File: src/rtl/riscv_regfile_sb_pkg.sv
// riscv_regfile_sb_pkg: shared widths and the writeback record for the register file.
`default_nettype none

package riscv_regfile_sb_pkg;

  localparam int RF_ADDR_WIDTH = 5;
  localparam int RF_DATA_WIDTH = 32;
  localparam int RF_NUM_RPORTS = 2;
  localparam logic [RF_ADDR_WIDTH-1:0] RF_ZERO_ADDR = 5'd0;

  // Writeback record driven by the id2wb/ex2wb stages into the write port.
  typedef struct packed {
    logic                     we;
    logic [RF_ADDR_WIDTH-1:0] waddr;
    logic [RF_DATA_WIDTH-1:0] wdata;
  } rf_wb_t;

endpackage

`default_nettype wire

File: src/rtl/riscv_scoreboard.sv
// +--------------------------------------------------------------------------+
// | riscv_scoreboard: per-register busy bits with flush > issue > wb priority |
// | Optional: REGFILE_BYPASS_EN. Rev 1.0                                      |
// +--------------------------------------------------------------------------+
`default_nettype none

module riscv_scoreboard
  import riscv_regfile_sb_pkg::*;
#(
  parameter int ADDR_WIDTH = RF_ADDR_WIDTH,
  parameter int ZERO_REG   = 1
) (
  input  logic                      clk_i,
  input  logic                      rst_i,
  input  logic                      we_i,
  input  logic [ADDR_WIDTH-1:0]     waddr_i,
  input  logic                      issue_i,
  input  logic [ADDR_WIDTH-1:0]     issue_addr_i,
  input  logic                      flush_i,
  output logic [2**ADDR_WIDTH-1:0]  busy_o,
  output logic                      issue_ready_o
);

  localparam int NUM_REGS = 2**ADDR_WIDTH;

  logic [NUM_REGS-1:0] busy_q, busy_d;
  logic                w_dest_busy;

  always_comb begin
    w_dest_busy = busy_q[issue_addr_i];
`ifdef REGFILE_BYPASS_EN
    // A writeback retiring the destination this cycle frees it for a new producer.
    if (we_i && (waddr_i == issue_addr_i)) w_dest_busy = 1'b0;
`endif
    issue_ready_o = issue_i & ~w_dest_busy & ~flush_i;
  end

  always_comb begin
    busy_d = busy_q;
    if (flush_i) begin
      busy_d = '0;
    end else begin
      if (we_i)          busy_d[waddr_i]      = 1'b0;
      if (issue_ready_o) busy_d[issue_addr_i] = 1'b1;
    end
    if (ZERO_REG != 0) busy_d[0] = 1'b0;
  end

  always_ff @(posedge clk_i) begin
    if (rst_i) busy_q <= '0;
    else       busy_q <= busy_d;
  end

  assign busy_o = busy_q;

endmodule

`default_nettype wire

File: src/rtl/riscv_regfile_sb.sv
// +--------------------------------------------------------------------------+
// | riscv_regfile_sb: register file with combinational reads and scoreboard  |
// | Optional: REGFILE_BYPASS_EN (write-to-read forwarding). Rev 1.0          |
// +--------------------------------------------------------------------------+
`default_nettype none

module riscv_regfile_sb
  import riscv_regfile_sb_pkg::*;
#(
  parameter int ADDR_WIDTH = RF_ADDR_WIDTH,
  parameter int DATA_WIDTH = RF_DATA_WIDTH,
  parameter int NUM_RPORTS = RF_NUM_RPORTS,
  parameter int ZERO_REG   = 1
) (
  input  logic                             clk_i,
  input  logic                             rst_i,
  input  logic [NUM_RPORTS*ADDR_WIDTH-1:0] raddr_i,
  output logic [NUM_RPORTS*DATA_WIDTH-1:0] rdata_o,
  output logic [NUM_RPORTS-1:0]            rbusy_o,
  input  logic                             we_i,
  input  logic [ADDR_WIDTH-1:0]            waddr_i,
  input  logic [DATA_WIDTH-1:0]            wdata_i,
  input  logic                             issue_i,
  input  logic [ADDR_WIDTH-1:0]            issue_addr_i,
  output logic                             issue_ready_o,
  input  logic                             flush_i
);

  localparam int NUM_REGS = 2**ADDR_WIDTH;
  localparam logic [ADDR_WIDTH-1:0] ZERO_ADDR = ADDR_WIDTH'(RF_ZERO_ADDR);

  logic [DATA_WIDTH-1:0] regs_q [NUM_REGS];
  logic [NUM_REGS-1:0]   w_busy;
  logic                  w_wr_en;

  assign w_wr_en = we_i && !((ZERO_REG != 0) && (waddr_i == ZERO_ADDR));

  always_ff @(posedge clk_i) begin
    if (rst_i) begin
      for (int i = 0; i < NUM_REGS; i++) regs_q[i] <= '0;
    end else if (w_wr_en) begin
      regs_q[waddr_i] <= wdata_i;
    end
  end

  riscv_scoreboard #(
    .ADDR_WIDTH (ADDR_WIDTH),
    .ZERO_REG   (ZERO_REG)
  ) u_scoreboard (
    .clk_i         (clk_i),
    .rst_i         (rst_i),
    .we_i          (we_i),
    .waddr_i       (waddr_i),
    .issue_i       (issue_i),
    .issue_addr_i  (issue_addr_i),
    .flush_i       (flush_i),
    .busy_o        (w_busy),
    .issue_ready_o (issue_ready_o)
  );

  for (genvar p = 0; p < NUM_RPORTS; p++) begin : g_rport
    logic [ADDR_WIDTH-1:0] w_ra;
    logic                  w_is_zero;
    logic                  w_fwd;

    assign w_ra      = raddr_i[p*ADDR_WIDTH +: ADDR_WIDTH];
    assign w_is_zero = (ZERO_REG != 0) && (w_ra == ZERO_ADDR);
`ifdef REGFILE_BYPASS_EN
    assign w_fwd = w_wr_en && (waddr_i == w_ra);
`else
    assign w_fwd = 1'b0;
`endif

    always_comb begin
      if (w_is_zero)  rdata_o[p*DATA_WIDTH +: DATA_WIDTH] = '0;
      else if (w_fwd) rdata_o[p*DATA_WIDTH +: DATA_WIDTH] = wdata_i;
      else            rdata_o[p*DATA_WIDTH +: DATA_WIDTH] = regs_q[w_ra];
      rbusy_o[p] = w_busy[w_ra] & ~w_fwd;
    end
  end

endmodule

`default_nettype wire

File: config.mk
export PLATFORM = sky130hd
export DESIGN_NAME = riscv_regfile_sb
export DESIGN_NICKNAME = d
export VERILOG_FILES = /design/src/rtl/riscv_regfile_sb_pkg.sv /design/src/rtl/riscv_scoreboard.sv /design/src/rtl/riscv_regfile_sb.sv
export SDC_FILE = /design/constraint.sdc
export NUM_CORES = 2
export LEC_CHECK = 0
export CAP_MARGIN = 25
export CORE_UTILIZATION = 65
export CTS_BUF_LIST = sky130_fd_sc_hd__clkbuf_4
export DETAILED_ROUTE_END_ITERATION = 8
export PLACE_DENSITY_LB_ADDON = 0.2
export SYNTH_ARGS = -nofsm -noshare
export SYNTH_HDL_FRONTEND = slang
export SYNTH_SLANG_ARGS = --single-unit
File: constraint.sdc
create_clock -name clk_i -period 5.05 [get_ports clk_i]
set_clock_uncertainty 0.1 [all_clocks]
set_input_delay 1.515 -clock clk_i [delete_from_list [all_inputs] [get_ports clk_i]]
set_output_delay 1.515 -clock clk_i [all_outputs]
set_load 0.01 [all_outputs]
pdn.png
Scale bar: 100 µm. Pins as bars on the die edge. Tap cells in gray.
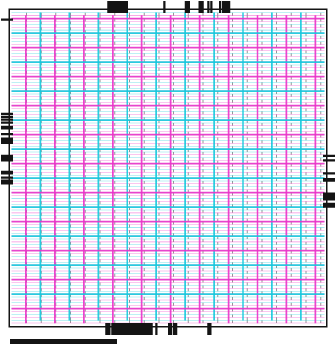
legend:
  VSS:
    color: magenta
  VDD:
    color: cyan
met5 straps: 21
signal pins: 124
met4 straps: 21
rows: 107
y dimension of the die: 296 µm
Die X: 296 µm

cell_classes.png
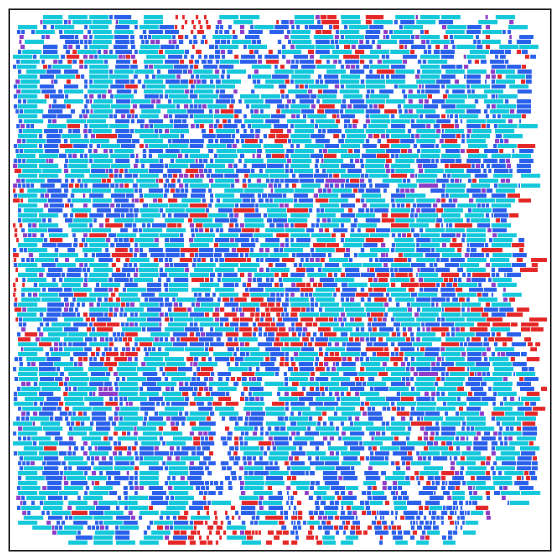
legend:
  all other logic:
    color: blue
    cells: 2180
    share_of_their_area: 36%
  flip-flops:
    color: cyan
    cells: 1055
    share_of_their_area: 47%
  other buffers and delay cells:
    color: red
    cells: 653
    share_of_their_area: 11%
  clock drivers and dummy loads:
    color: purple
    cells: 481
    share_of_their_area: 5.2%

==> flow_results.xml <==
<?xml version="1.0" encoding="UTF-8"?>
<metrics>
  <group name="yosys">
    <metric name="postSynthCellCount" unit="">3607</metric>
    <metric name="ys_seq_frac" unit="">0.557</metric>
    <metric name="post-synth-top-area-cell" unit="">sky130_fd_sc_hd__edfxtp_1</metric>
    <metric name="post_synth_top_area_share" unit="">0.546</metric>
    <metric name="edf_count" unit="">1024</metric>
    <metric name="synth-async-reset-ratio" unit="">0</metric>
    <metric name="yosys_cells" unit="">3607</metric>
    <metric name="ys.flop_type" unit="">sky130_fd_sc_hd__edfxtp_1</metric>
    <metric name="yosys.cell_count.top_type" unit="">sky130_fd_sc_hd__edfxtp_1</metric>
    <metric name="synth.mux.area_fraction" unit="">0.228</metric>
    <metric name="synth_area" unit="µm²">56300</metric>
    <metric name="synth.top_cells.by_count" unit="">sky130_fd_sc_hd__edfxtp_1, sky130_fd_sc_hd__and2_1, sky130_fd_sc_hd__mux4_2, sky130_fd_sc_hd__clkbuf_1, sky130_fd_sc_hd__a22oi_1</metric>
    <metric name="ys.warnings.count" unit="">0</metric>
    <metric name="yosys_area" unit="µm²">56300</metric>
    <metric name="ys_top_cells_by_area" unit="">sky130_fd_sc_hd__edfxtp_1, sky130_fd_sc_hd__mux4_2, sky130_fd_sc_hd__and2_1</metric>
    <metric name="netlist_logic_family_top" unit="">multiplexers</metric>
    <metric name="post_synth_and_or_nand_nor_area_fraction" unit="">0.124</metric>
    <metric name="synth.cellmix.adderShare" unit="">0</metric>
    <metric name="yosys.area_share.aoi" unit="">0.0521</metric>
    <metric name="synth_cell_type_count" unit="">54</metric>
    <metric name="synth.avg_cell_area" unit="µm²">15.6</metric>
    <metric name="synth.cellmix.xorXnorShare" unit="">0</metric>
  </group>
  <group name="floorplan">
    <metric name="floorplanUtilization" unit="">0.659</metric>
    <metric name="placeableCoreArea" unit="µm²">85400</metric>
    <metric name="top_level_ports" unit="">124</metric>
    <metric name="fp.dieArea" unit="µm²">87800</metric>
    <metric name="std_cell_rows" unit="">107</metric>
  </group>
  <group name="setup_path">
    <metric name="cpLargestDelayFamily" unit="">buffers and inverters</metric>
    <metric name="critical_path_source_type" unit="">primary input</metric>
    <metric name="cp-startpoint" unit="">raddr_i[3]</metric>
    <metric name="crit_type" unit="">in2out</metric>
    <metric name="crit_path_cell_trace" unit="">dlygate4sd2_1, buf_6, buf_6, buf_6, or3_4, buf_8, buf_4, o22ai_4, a211o_1, a31oi_1, buf_4, clkbuf_2</metric>
    <metric name="cp_num_buf_inv" unit="">8</metric>
    <metric name="regToRegStartpoint" unit="">u_scoreboard.busy_o[23]</metric>
    <metric name="crit_path_arrival_time" unit="ns">3.49</metric>
    <metric name="timing.critical_path.mode_cell" unit="">sky130_fd_sc_hd__buf_6</metric>
    <metric name="setup.reg_to_reg.worst_slack" unit="ns">2.96</metric>
    <metric name="worstReg2RegEnd" unit="">u_scoreboard.busy_o[26]</metric>
    <metric name="worst_ep_required_time" unit="ns">3.44</metric>
    <metric name="endpoint" unit="">rdata_o[21]</metric>
    <metric name="worst_r2r_path_depth" unit="">5</metric>
    <metric name="cp.depth" unit="">12</metric>
    <metric name="path_max_fanout" unit="">5</metric>
    <metric name="critical-path-slowest-cell" unit="">sky130_fd_sc_hd__or3_4</metric>
    <metric name="endpoint_kind_of_the_worst_setup_timing_path" unit="">primary output</metric>
    <metric name="cp_slowest_stage_delay" unit="ns">0.40</metric>
  </group>
  <group name="power">
    <metric name="cellPowerDensity" unit="nW/µm²">315</metric>
    <metric name="power_consumption" unit="W">0.0213</metric>
    <metric name="netSwitchingFraction" unit="">0.269</metric>
    <metric name="clkPwrFrac" unit="">0.359</metric>
    <metric name="pwr-share-seq" unit="">0.484</metric>
    <metric name="gate_power_share" unit="">0.157</metric>
    <metric name="internal_power" unit="W">0.0156</metric>
    <metric name="p_leak" unit="nW">24.7</metric>
    <metric name="power_switching" unit="W">0.00573</metric>
    <metric name="irDropWorstVdd" unit="V">0.000259</metric>
  </group>
  <group name="final_timing">
    <metric name="timing.final.crit_share" unit="">1.01</metric>
    <metric name="max_clock_freq" unit="MHz">196</metric>
    <metric name="post-route-min-period" unit="ns">5.10</metric>
    <metric name="fin_tns_setup" unit="ns">-0.174</metric>
    <metric name="rsz0062_at_grt" unit="">true</metric>
    <metric name="final.hold.worst_slack" unit="ns">0.408</metric>
    <metric name="worst_pin_slew" unit="ns">1.15</metric>
    <metric name="final_max_slew_viol_count" unit="">0</metric>
    <metric name="fin_ws" unit="ns">-0.0509</metric>
    <metric name="timing.final.hold_violations" unit="">0</metric>
    <metric name="setup_violations" unit="">5</metric>
    <metric name="max_slew_margin" unit="">0.234</metric>
  </group>
  <group name="place">
    <metric name="placement.cell_area" unit="µm²">61800</metric>
    <metric name="place_worst_setup_slack" unit="ns">-1.04</metric>
    <metric name="numPlacedInstances" unit="">4947</metric>
    <metric name="hpwl_after_dpl" unit="mm">119</metric>
    <metric name="placement.io_buffers" unit="">123</metric>
    <metric name="gpl.final_weighted_congestion" unit="">1.02</metric>
  </group>
  <group name="route">
    <metric name="detail_route.vias_per_cell" unit="">7.17</metric>
    <metric name="routed_wirelength" unit="mm">186</metric>
    <metric name="via_count" unit="">39600</metric>
    <metric name="drtAntennaViolNets" unit="">0</metric>
    <metric name="drt_iter0_drc" unit="">6165</metric>
    <metric name="post_drt_wl_per_cell" unit="µm">33.7</metric>
    <metric name="residual_drc" unit="">0</metric>
    <metric name="dr.pass1.iters" unit="">6</metric>
  </group>
  <group name="clock_network">
    <metric name="clock_tree.root_cell" unit="">sky130_fd_sc_hd__clkbuf_4</metric>
    <metric name="cts.reportedPaths.clkPinSlew" unit="ns">0.06</metric>
    <metric name="number_of_buffers_inserted_during_clock_tree_synthesis" unit="">295</metric>
    <metric name="clock.latency.late_pin" unit="ns">1.16</metric>
    <metric name="clock_tree.htree_level_count" unit="">5</metric>
    <metric name="postCtsHoldBufs" unit="">0</metric>
    <metric name="cts_tree" unit="">built</metric>
    <metric name="cts_sinks" unit="">1055</metric>
    <metric name="ctsLongestPathBuffers" unit="">4</metric>
  </group>
  <group name="cells_and_area">
    <metric name="post-route-util" unit="">0.792</metric>
    <metric name="stdcell_area" unit="µm²">67700</metric>
    <metric name="layout_top_cell" unit="">sky130_fd_sc_hd__edfxtp_1</metric>
    <metric name="area_delta_synth_final" unit="%">20.2</metric>
    <metric name="nets" unit="">4242</metric>
    <metric name="filler_cell_count" unit="">4732</metric>
    <metric name="drive_gt1_frac" unit="">0.394</metric>
    <metric name="instances_no_fill" unit="">5521</metric>
    <metric name="lay_top_cells" unit="">sky130_fd_sc_hd__edfxtp_1, sky130_fd_sc_hd__and2_1, sky130_fd_sc_hd__mux4_2</metric>
  </group>
  <group name="flow_run">
    <metric name="tool_warnings" unit="">31</metric>
    <metric name="maxCapViolCount" unit="">0</metric>
  </group>
  <group name="worst_hold_path">
    <metric name="worst_hold_startpoint" unit="">u_scoreboard.busy_o[8]</metric>
    <metric name="hp-class" unit="">reg2reg</metric>
    <metric name="whs_endpoint" unit="">u_scoreboard.busy_o[8]</metric>
    <metric name="timing.hold.worst_path_depth" unit="">2</metric>
  </group>
  <group name="global_routing">
    <metric name="grt_antenna_before_repair" unit="">9</metric>
    <metric name="grt_start_max_net_pins" unit="">65</metric>
    <metric name="grt_overflow" unit="">0</metric>
    <metric name="track_usage" unit="">0.427</metric>
    <metric name="grt_pass1_wl" unit="mm">264</metric>
    <metric name="vias_in_the_first_global_route" unit="">39300</metric>
  </group>
  <group name="status">
    <metric name="failed_checks" unit="">setup timing</metric>
    <metric name="outcome" unit="">finished, violations left</metric>
  </group>
</metrics>
[power by group through the flow]
| stage | combinational, W | clock, W | sequential (W) |
|---|---|---|---|
| floorplan | 0.00160 | 0 | 0.0104 |
| global placement | 0.00293 | 0 | 0.0104 |
| detailed placement | 0.00297 | 0 | 0.0105 |
| CTS | 0.00314 | 0.00761 | 0.0103 |
| global route | 0.00339 | 0.00811 | 0.0104 |
| finish | 0.00334 | 0.00766 | 0.0103 |
[state kept, by name, indices dropped and copies added, names as in the netlist]
register and cells:
u_scoreboard.busy_o 31, regs_q 1024
[cell families (layout without fill, tap and decap cells)]
| family | Yosys count | after routing |
|---|---|---|
| AND-OR/OR-AND | 398 | 398 |
| buffers and inverters | 408 | 1139 |
| flip-flops | 1055 | 1055 |
| multiplexers | 606 | 606 |
| other | 1 | 40 |
| AND/OR/NAND/NOR | 1139 | 1139 |
[tightest hold or removal path, delay by kind of cell (launching register included)]
kind / cells / cell delay (ns)
AOI/OAI and AO/OA: 2 / 0.14
DFF: 1 / 0.33
[timing repair]
action	4_1_cts	5_1_grt
buffers inserted	31	20
resized	384	98
endpoints found under the setup margin	67	58
gates cloned	16	3
pin swaps	42	27
[per-layer routing]
metal,track usage,share of wire
met5,0,0.00062
met4,0.171,0.040
met3,0.187,0.17
met2,0.632,0.46
met1,0.557,0.33
[layout make-up]
class	count	area [µm²]	area share
Antenna cell	8	20.0	0.000296
Clock buffer	414	3110	0.0459
Clock inverter	67	369	0.00545
Inverter	5	18.8	0.000277
Multi-Input combinational cell	2175	23900	0.353
Sequential cell	1055	31400	0.463
Tap cell	1144	1430	0.0211
Timing Repair Buffer	653	7490	0.111
Power is estimated from default activity; no workload was simulated.
